## src/rtl/seq_detect_param_if.sv

```systemverilog
// seq_detect_param_if: serial bit stream in (x, en) and match outputs (z, match_cnt).
// The match_cnt signal exists only when SEQ_DET_MATCH_CNT_EN is defined.
interface seq_detect_param_if #(
  parameter int CNT_W = 8
);
  logic x;
  logic en;
  logic z;

  // A zero-width counter cannot be declared.
  if (CNT_W < 1) begin : g_bad_cnt_w
    $error("seq_detect_param_if: CNT_W must be >= 1");
  end

`ifdef SEQ_DET_MATCH_CNT_EN
  logic [CNT_W-1:0] match_cnt;

  modport master (output x, en, input z, match_cnt);
  modport slave  (input x, en, output z, match_cnt);
`else
  modport master (output x, en, input z);
  modport slave  (input x, en, output z);
`endif
endinterface

```

## src/rtl/seq_detect_param.sv

```systemverilog
// seq_detect_param: parametrised Moore serial pattern detector.
// PATTERN[N-1] is the first bit received. OVERLAP selects whether the tail of a
// match may seed the next one. The next-state table is built at elaboration
// time, so the runtime logic is only a table lookup and a state register.
// Optional feature macro: SEQ_DET_MATCH_CNT_EN adds a saturating match counter.
module seq_detect_param #(
  parameter int           N       = 4,
  parameter logic [N-1:0] PATTERN = 4'b0110,
  parameter bit           OVERLAP = 1'b1,
  parameter int           CNT_W   = 8
) (
  input  logic               clk,
  input  logic               reset,
  seq_detect_param_if.slave  bus
);

  // State width holds S0..SN.
  localparam int SW    = $clog2(N + 1);
  localparam int TBL_W = (N + 1) * 2 * SW;

  localparam logic [SW-1:0] S0 = '0;
  localparam logic [SW-1:0] SN = SW'(N);

  // Reject parameter sets that fall outside the supported range.
  if (N < 2 || N > 16) begin : g_bad_n
    $error("seq_detect_param: N must be in 2..16");
  end
  if (CNT_W < 1) begin : g_bad_cnt_w
    $error("seq_detect_param: CNT_W must be >= 1");
  end

  // Build the next-state table. Entry (k, b) holds the length of the longest
  // pattern prefix that is a suffix of (prefix of length k followed by b).
  // With OVERLAP=0, the full-match state restarts as if from S0.
  function automatic logic [TBL_W-1:0] build_tbl();
    logic [TBL_W-1:0] tbl;
    logic [16:0]      s;
    int               k_eff;
    int               len;
    int               best;
    bit               ok;
    tbl = '0;
    s   = '0;
    for (int k = 0; k <= N; k++) begin
      for (int b = 0; b < 2; b++) begin
        k_eff = (k == N && !OVERLAP) ? 0 : k;
        len   = k_eff + 1;
        // Consumed history: the matched prefix followed by the new bit.
        for (int i = 0; i < k_eff; i++) s[i] = PATTERN[N-1-i];
        s[k_eff] = b[0];
        // Pick the longest prefix that ends the history; j never exceeds N.
        best = 0;
        for (int j = 1; j <= N; j++) begin
          if (j <= len) begin
            ok = 1'b1;
            for (int t = 0; t < j; t++)
              if (PATTERN[N-1-t] != s[len-j+t]) ok = 1'b0;
            if (ok) best = j;
          end
        end
        tbl[(k*2+b)*SW +: SW] = SW'(best);
      end
    end
    return tbl;
  endfunction

  localparam logic [TBL_W-1:0] TBL = build_tbl();

  logic [SW-1:0] state;
  logic [SW-1:0] nxt;
  logic [SW:0]   idx;
  logic          hit;
  logic          z_q;

  // Look up the successor state for the current state and incoming bit.
  always_comb begin
    idx = {state, bus.x};
    nxt = TBL[idx*SW +: SW];
    hit = (nxt == SN);
  end

  // State register: bits are consumed only on enabled edges, so x is never
  // sampled while idle.
  always_ff @(posedge clk) begin
    if (reset)       state <= S0;
    else if (bus.en) state <= nxt;
  end

  // Registered Moore flag, tracks state == SN and holds through idle cycles.
  always_ff @(posedge clk) begin
    if (reset)       z_q <= 1'b0;
    else if (bus.en) z_q <= hit;
  end

  assign bus.z = z_q;

`ifdef SEQ_DET_MATCH_CNT_EN
  logic [CNT_W-1:0] cnt_q;

  // Saturating match counter; stops at all-ones instead of wrapping.
  always_ff @(posedge clk) begin
    if (reset)                        cnt_q <= '0;
    else if (bus.en && hit && ~&cnt_q) cnt_q <= cnt_q + 1'b1;
  end

  assign bus.match_cnt = cnt_q;
`endif

endmodule

```

## src/flat_wrapper.sv

```systemverilog
// flat-port wrapper written by rule: the top's interface ports become plain ports
module seq_detect_param_flat 
#(
  parameter int           N       = 4,
  parameter logic [N-1:0] PATTERN = 4'b0110,
  parameter bit           OVERLAP = 1'b1,
  parameter int           CNT_W   = 8
)
  (clk, reset, bus_x, bus_en, bus_z);
  seq_detect_param_if #(.CNT_W(CNT_W)) bus_i ();
  input  logic clk;
  input  logic reset;
  input wire logic [$bits(bus_i.x)-1:0] bus_x;
  input wire logic [$bits(bus_i.en)-1:0] bus_en;
  output wire logic [$bits(bus_i.z)-1:0] bus_z;
  assign bus_i.x = bus_x;
  assign bus_i.en = bus_en;
  assign bus_z = bus_i.z;
  seq_detect_param #(.N(N), .PATTERN(PATTERN), .OVERLAP(OVERLAP), .CNT_W(CNT_W)) u_core (.clk(clk), .reset(reset), .bus(bus_i));
endmodule
```

## config.mk

```make
export PLATFORM = sky130hd
export DESIGN_NAME = seq_detect_param_flat
export DESIGN_NICKNAME = d
export VERILOG_FILES = /design/src/rtl/seq_detect_param_if.sv /design/src/rtl/seq_detect_param.sv /design/src/flat_wrapper.sv
export SDC_FILE = /design/constraint.sdc
export NUM_CORES = 1
export LEC_CHECK = 0
export CORE_AREA = 10 10 47 49
export CTS_BUF_LIST = sky130_fd_sc_hd__clkbuf_8
export DETAILED_ROUTE_END_ITERATION = 7
export DIE_AREA = 0 0 57 59
export PLACE_DENSITY_LB_ADDON = 0.1
export SYNTH_ARGS = -nofsm -noshare
export SYNTH_HDL_FRONTEND = slang
export SYNTH_SLANG_ARGS = --single-unit
```

## constraint.sdc

```tcl
create_clock -name clk -period 1.2 [get_ports clk]
set_clock_uncertainty 0.05 [all_clocks]
set_input_delay 0.24 -clock clk [delete_from_list [all_inputs] [get_ports clk]]
set_output_delay 0.24 -clock clk [all_outputs]
set_load 0.01 [all_outputs]
```

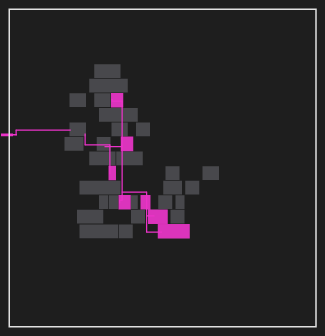
*Wires at chosen ports, followed through buffers, run 1*
- magenta: `bus_en` (direction input; edge west; end cells 7; buffers 2; wire 65.2 um)
# IOs: 5
Port-buffer cells: 4

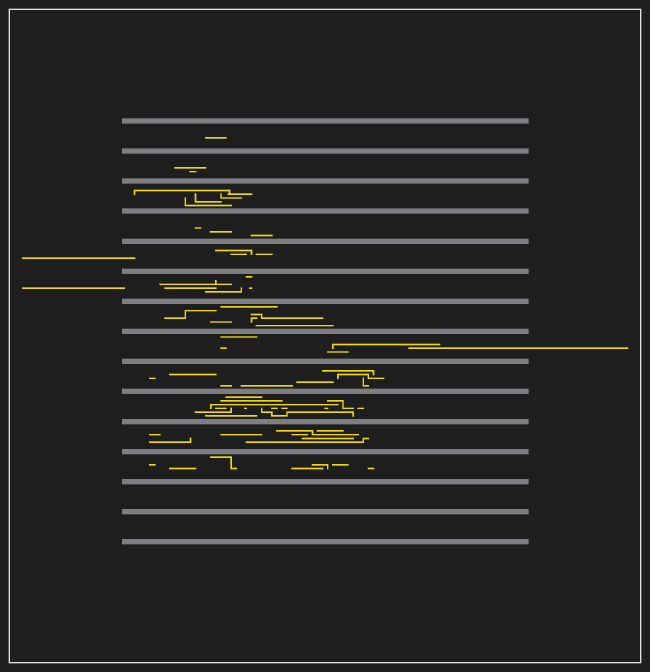
*Signal wires on met1, run 1*
Supply wires on this layer in gray.
- nets with wire on the layer: 36
- wire length on this layer: 251 um
- main direction: horizontal
- longest straight run: 19.8 um
drt total wl: 524 um
met1 global-route usage: 3.77%
via count: 204

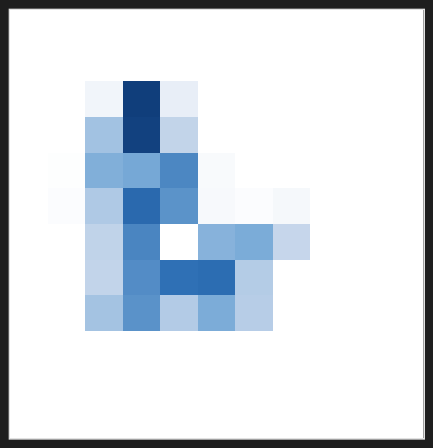
*Cell area per tile, run 1*
The die is cut into 11 by 12 equal tiles; white is low, dark blue is high, 0 to 100% covered.
- densest ninth of the die: center
- fullest tile: 95%
- mean over tiles: 9.9%
- tiles over 75% full: 3.0%
floorplan core density: 13.7%
final core occ: 25.2%
core area: 1400 um2

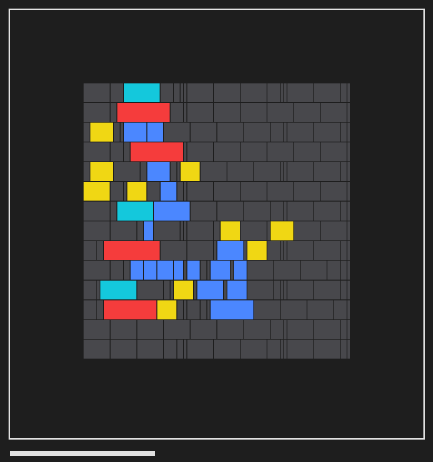
*Placed cells, one color a class, run 1*
Scale bar: 20 um. Fill, decap, tap and diode cells in gray.
- red: flops (cells 4; share of their area 24%)
- blue: combinational and other logic (cells 17; share of their area 39%)
- yellow: other buffers and delay cells (cells 10; share of their area 24%)
- cyan: clock drivers (cells 3; share of their area 12%)
Final Instance Area: 353 um2
cell row count: 14

==> Changelog: implementation, run 1 <==
### Physical design

- Worst-path clk slew: 0.03 ns
- Synth warn: 0
- Setup Buffers After CTS: 0
- Unique masters post-synth: 11
- Crit path kind: reg -> reg
- Avg WL per Cell: 10.5 um
- Resize count post-CTS: 5
- RSZ-0062 raised after global routing: false
- CTS Buffer Depth: 2
- CTS tree: done
- Status: finished clean
- Post-detailed-route count of antenna-violating nets: 0
- Detailed-placement wirelength estimate: 424 um
- CP Data Arrival Time: 1.26 ns
- Final count of hold timing violations: 0
- DR vias/cell: 4.08
- Total die area: 3360 um2
- Mapped Area: 191 um2
- Hold crit path type: reg -> reg
- Pin count of the biggest net entering global routing: 7
- Max VDD drop: 592 uV
- Syn Area/Cell: 9.12 um2
- DRT iter0 DRCs: 2
- Mapped Nets: 25
- First-pass GRT wire length: 972 um
- Leakage dissipation: 0.000136 uW
- Root cell of the clock tree: clkbuf_8
- Pin slew with the least headroom to its limit: 0.234 ns
- Slew Viols, Final: 0
- Endpoint class of the critical path: register
- Die H: 59 um
- Pwr dens: 1310 nW/um2
- Vias in the first global route: 243
- Tmin final: 1.16 ns
- Mapped Cells: 21
- Max-slew headroom: 84.3%
- Crit share post-route: 96.5%
- Worst endpoint required time: 1.30 ns
- Max-cap violations: 0
- Layout area overhead: 84.3%
- Cell count in the Yosys report: 21
- CP Max Fanout: 5
- Reg2reg setup slack: 0.04 ns
- Total track usage: 3.92%
[run 1: final cells by class]
cell class	count	area [um2]
multi-input combinational	17	129
tap	16	20.0
fill	167	1050
timing repair buffer	10	81.3
clock buffer	3	41.3
sequential	4	81.3
[run 1: power breakdown]
| group | internal [uW] | switching [uW] |
|---|---|---|
| sequential | 139 | 2.00 |
| combinational | 28.1 | 18.6 |
| clock | 213 | 61.1 |
[run 1: metal layers]
| layer | up-vias | wire length (um) | track usage (%) |
|---|---|---|---|
| met5 | - | 0 | 0 |
| met4 | 0 | 4 | 5.03 |
| met3 | 2 | 30 | 2.36 |
| met2 | 5 | 240 | 5.12 |
| met1 | 92 | 250 | 3.77 |
| li1 | 105 | - | - |
[run 1: kinds of logic (layout without fill, tap and decap cells)]
kind of cell           Yosys count  after routing  share of synthesized area [%]
buffers and inverters            0             13                              0
multiplexers                     1              1                           5.23
AND-OR/OR-AND                    5              5                           14.4
flip-flops                       4              4                           41.8
AND/OR/NAND/NOR                 11             11                           38.6
[run 1: worst max-delay path, stage by stage (launching register included)]
cell	delay [ns]
dfxtp_1	0.34
or4b_4	0.57
a21oi_2	0.14
[run 1: per-stage QoR]
step	hold slack, ns	TNS, ns	instance area (um2)	std cells	setup slack [ns]
6_report	0.432	0	353	50	0.0424
5_1_grt	0.454	0	353	50	0.00105
4_1_cts	0.419	0	342	50	0.0257
3_5_place_dp	0.413	-1.11	297	47	-0.353
3_3_place_gp	0.411	-1.06	297	47	-0.327
2_1_floorplan	0.259	0	191	21	0.0707
[run 1: flip-flops by register name, indices dropped and copies added (netlist names)]
name	cells
u_core.bus.z	1
u_core.state	3
[run 1: final timing paths]
path                         from              end  cells after the start
setup reg to reg  u_core.state[2]  u_core.state[2]                      2
setup / recovery  u_core.state[2]  u_core.state[2]                      2
hold / removal       u_core.bus.z     u_core.bus.z                      2
hold reg to reg      u_core.bus.z     u_core.bus.z                      2
[run 1: layout by cell type, fill, tap and decap left out]
| cell | netlist | layout |
|---|---|---|
| buf_4 | 0 | 6 |
| nand2b_1 | 3 | 3 |
| clkbuf_8 | 0 | 3 |
| dlygate4sd2_1 | 0 | 3 |
| dfxtp_1 | 4 | 3 |
| a21oi_2 | 0 | 2 |
| a21oi_1 | 4 | 2 |
| nor3_1 | 2 | 2 |
| nand2_1 | 1 | 1 |
| or4b_4 | 0 | 1 |
| nor4bb_2 | 0 | 1 |
| nor4bb_1 | 2 | 1 |
| nor3b_1 | 1 | 1 |
| o31ai_1 | 1 | 1 |
| mux2i_1 | 1 | 1 |
| nor2_1 | 1 | 1 |
| clkdlybuf4s50_1 | 0 | 1 |
| dfxtp_2 | 0 | 1 |
[run 1: synth_stat cells]
| master | count | area (um2) |
|---|---|---|
| nor2_1 | 1 | 3.75 |
| o31ai_1 | 1 | 7.51 |
| nand2_1 | 1 | 3.75 |
| nor3b_1 | 1 | 7.51 |
| nor4bb_1 | 2 | 20.0 |
| nor3_1 | 2 | 10.0 |
| mux2i_1 | 1 | 10.0 |
| dfxtp_1 | 4 | 80.1 |
| nand2b_1 | 3 | 18.8 |
| a21oi_1 | 4 | 20.0 |
| or4b_1 | 1 | 10.0 |
==> run 2, diff against run 1 <==
Settings changed: ABC_CLOCK_PERIOD_IN_PS from default to 1200, CORE_AREA 10 10 47 49 to 2 2 39 41, DIE_AREA 0 0 57 59 to 0 0 41 43.
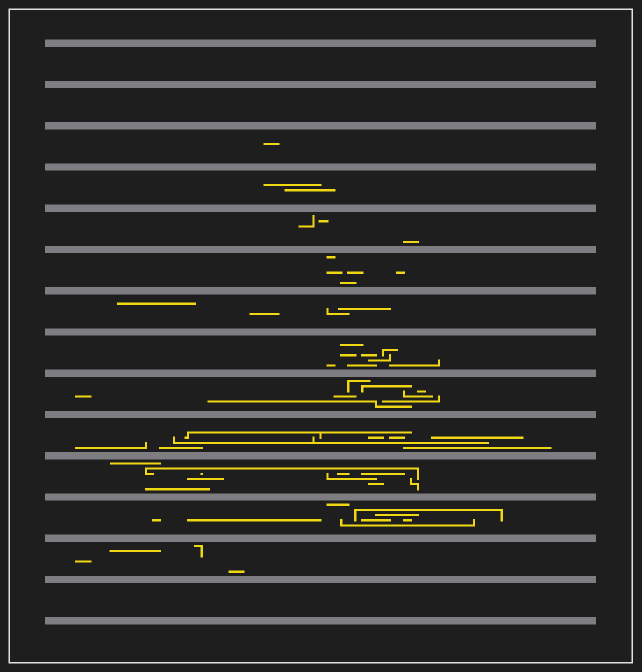
*Signal wires on met1, run 2*
Supply wires on this layer in gray.
- share of all routed wire: 43%
- main direction: horizontal
- longest straight run: 20.7 um
- nets with wire on the layer: 32
met1 global-route usage: 6.80%
drt total wl: 487 um
via count: 198

==> Changelog: implementation, run 2 <==
### Physical design

- Status: finished clean
- # IOs: 5
- Pin count of the biggest net entering global routing: 8
- Die Span X: 41 um
- Root cell of the clock tree: clkbuf_8
- Pwr dens: 1250 nW/um2
- Synth warn: 0
- Max VDD drop: 536 uV
- Crit share post-route: 98.4%
- DR vias/cell: 4.21
- Worst setup margin: 0.0190 ns
- Clk latency late pin: 0.21 ns
- Slew Viols, Final: 0
- Async SR Flop Fraction: 0%
- Crit path kind: reg -> reg
- GPL Wtd Cong: 0.664
- Mapped Cells: 21
- Critical path startpoint category: register
- CP Max Fanout: 6
- Pin slew with the least headroom to its limit: 0.230 ns
- Main flop type: dfxtp_1
- Mapped Nets: 25
- H-tree Lvls: 1
- Area leader, netlist: dfxtp_1
- CTS Sinks: 4
- Hold slack: 0.429 ns
- Synth Seq Share: 41.8%
- First-pass GRT wire length: 731 um
- Final core occ: 26.3%
- Top cells by count: a21oi_1 (4), dfxtp_1 (4), nand2b_1 (3)
- Syn Area/Cell: 9.12 um2
- Vias in the first global route: 184
- Total track usage: 6.84%
- DRC viols: 0
- Post-detailed-route count of antenna-violating nets: 0
- OpenROAD warnings: 27
- Avg WL per Cell: 10.4 um
- YS chip area: 191 um2
- Worst endpoint required time: 1.29 ns
- Final count of hold timing violations: 0
- EDFF count, synth: 0
- Most flops, register: u_core.state
- Main logic family: simple AND/OR/NAND/NOR gates
- Tmin final: 1.18 ns
- Finish-stage setup viols: 0
- Layout area overhead: 90.2%
- Largest cells by area: dfxtp_1 (42%), a21oi_1 (10%), nor4bb_1 (10%), nand2b_1 (9.8%), mux2i_1 (5.2%)
- 1st-pass router iterations: 1
- Worst-path clk slew: 0.03 ns
- Cell count in the Yosys report: 21
- Yosys reg bits: 4
- Largest register FFs: 3
- RSZ-0062 raised after global routing: true
- Worst Setup Slack post-DPL: -0.364 ns
- Max-slew headroom: 84.5%
- Synth Area in XOR/XNOR: 0%
- Mapped Area: 191 um2
- CTS Buffer Depth: 2
- Die H: 43 um
- CP Data Arrival Time: 1.27 ns
- Mux share: 5.23%
- Highest clock rate: 847 MHz
- Most numerous logic cells after layout: nand2b_1 (3), clkbuf_8 (3), dlygate4sd2_1 (3)
- Cell row count: 14
- Max-cap violations: 0
- DRT iter0 DRCs: 0
- Unique masters post-synth: 11
- Endpoint class of the critical path: register
- Max-area cell share: 41.8%
- Simple-Gate Area Share: 38.6%
- Hold crit path type: reg -> reg
- Adder share: 0%
- Core area: 1380 um2
- Leakage dissipation: 0.000128 uW
- Total die area: 1760 um2
- Share of cells above drive strength 1: 41.9%
- AO/OA Area Share: 14.4%
- Floorplan core density: 13.8%
- CTS tree: done
- Port-buffer cells: 4
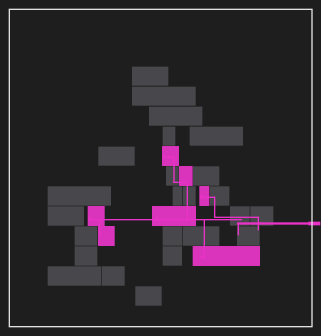
*Wires at chosen ports, followed through buffers, run 2*
- magenta: `bus_en` (direction input; edge east; end cells 7; buffers 2; wire 64.7 um)

[run 2: area by class of cell]
cell class              count  area, um2
multi-input cells          17        144
repair buffers              7       71.3
well taps                  16       20.0
fillers                   156       1020
flip-flops and latches      4       87.6
clock buffers               3       41.3
[run 2: where the power goes]
part,internal [uW],switching (uW),total (uW)
Combinational,26.3,16.4,42.8
Sequential,135,4.35,139
Clock,213,61.9,275
[run 2: layer usage]
metal	global-route usage, %	up-vias	routed length [um]	part of all wire [%]
li1	-	99	-	-
met2	9.06	5	243	50
met5	0	-	0	0
met1	6.80	94	209	43
met4	6.00	0	0	0
met3	4.71	0	34	7.0
[run 2: critical path, stage by stage, from the launching register on]
cell     delay [ns]
dfxtp_4        0.36
or4b_4         0.56
a21oi_2        0.14
[run 2: cells by family (layout without fill, tap and decap cells)]
logic type	after synthesis	count (layout)
and+or+nand+nor	11	11
DFF	4	4
muxes	1	1
buffers and inverters	0	10
AOI/OAI and AO/OA	5	5
[run 2: worst paths after layout]
kind              slack, ns            start  depth (start not counted)               to
setup reg to reg       0.02  u_core.state[2]                          2  u_core.state[2]
hold / removal         0.43     u_core.bus.z                          2     u_core.bus.z
setup / recovery       0.02  u_core.state[2]                          2  u_core.state[2]
hold reg to reg        0.43     u_core.bus.z                          2     u_core.bus.z
[run 2: repair_timing]
action                                  in CTS  in global routing
buffers inserted                             0                  1
endpoints found under the setup margin       4                  3
hold buffers                                 0                  0
gates resized                                6                  7
pin swaps                                    2                  3
[run 2: stage by stage]
| stage | total power (uW) | area, um2 | TNS (ns) | cells |
|---|---|---|---|---|
| after floorplan | 158 | 191 | 0 | 21 |
| after global placement | 182 | 267 | -1.09 | 43 |
| after global routing | 480 | 364 | -0.00782 | 47 |
| final | 457 | 364 | 0 | 47 |
| after detailed placement | 182 | 267 | -1.06 | 43 |
| after CTS | 464 | 313 | 0 | 46 |
Power figures rest on the tool's default switching activity, not on a simulated workload.
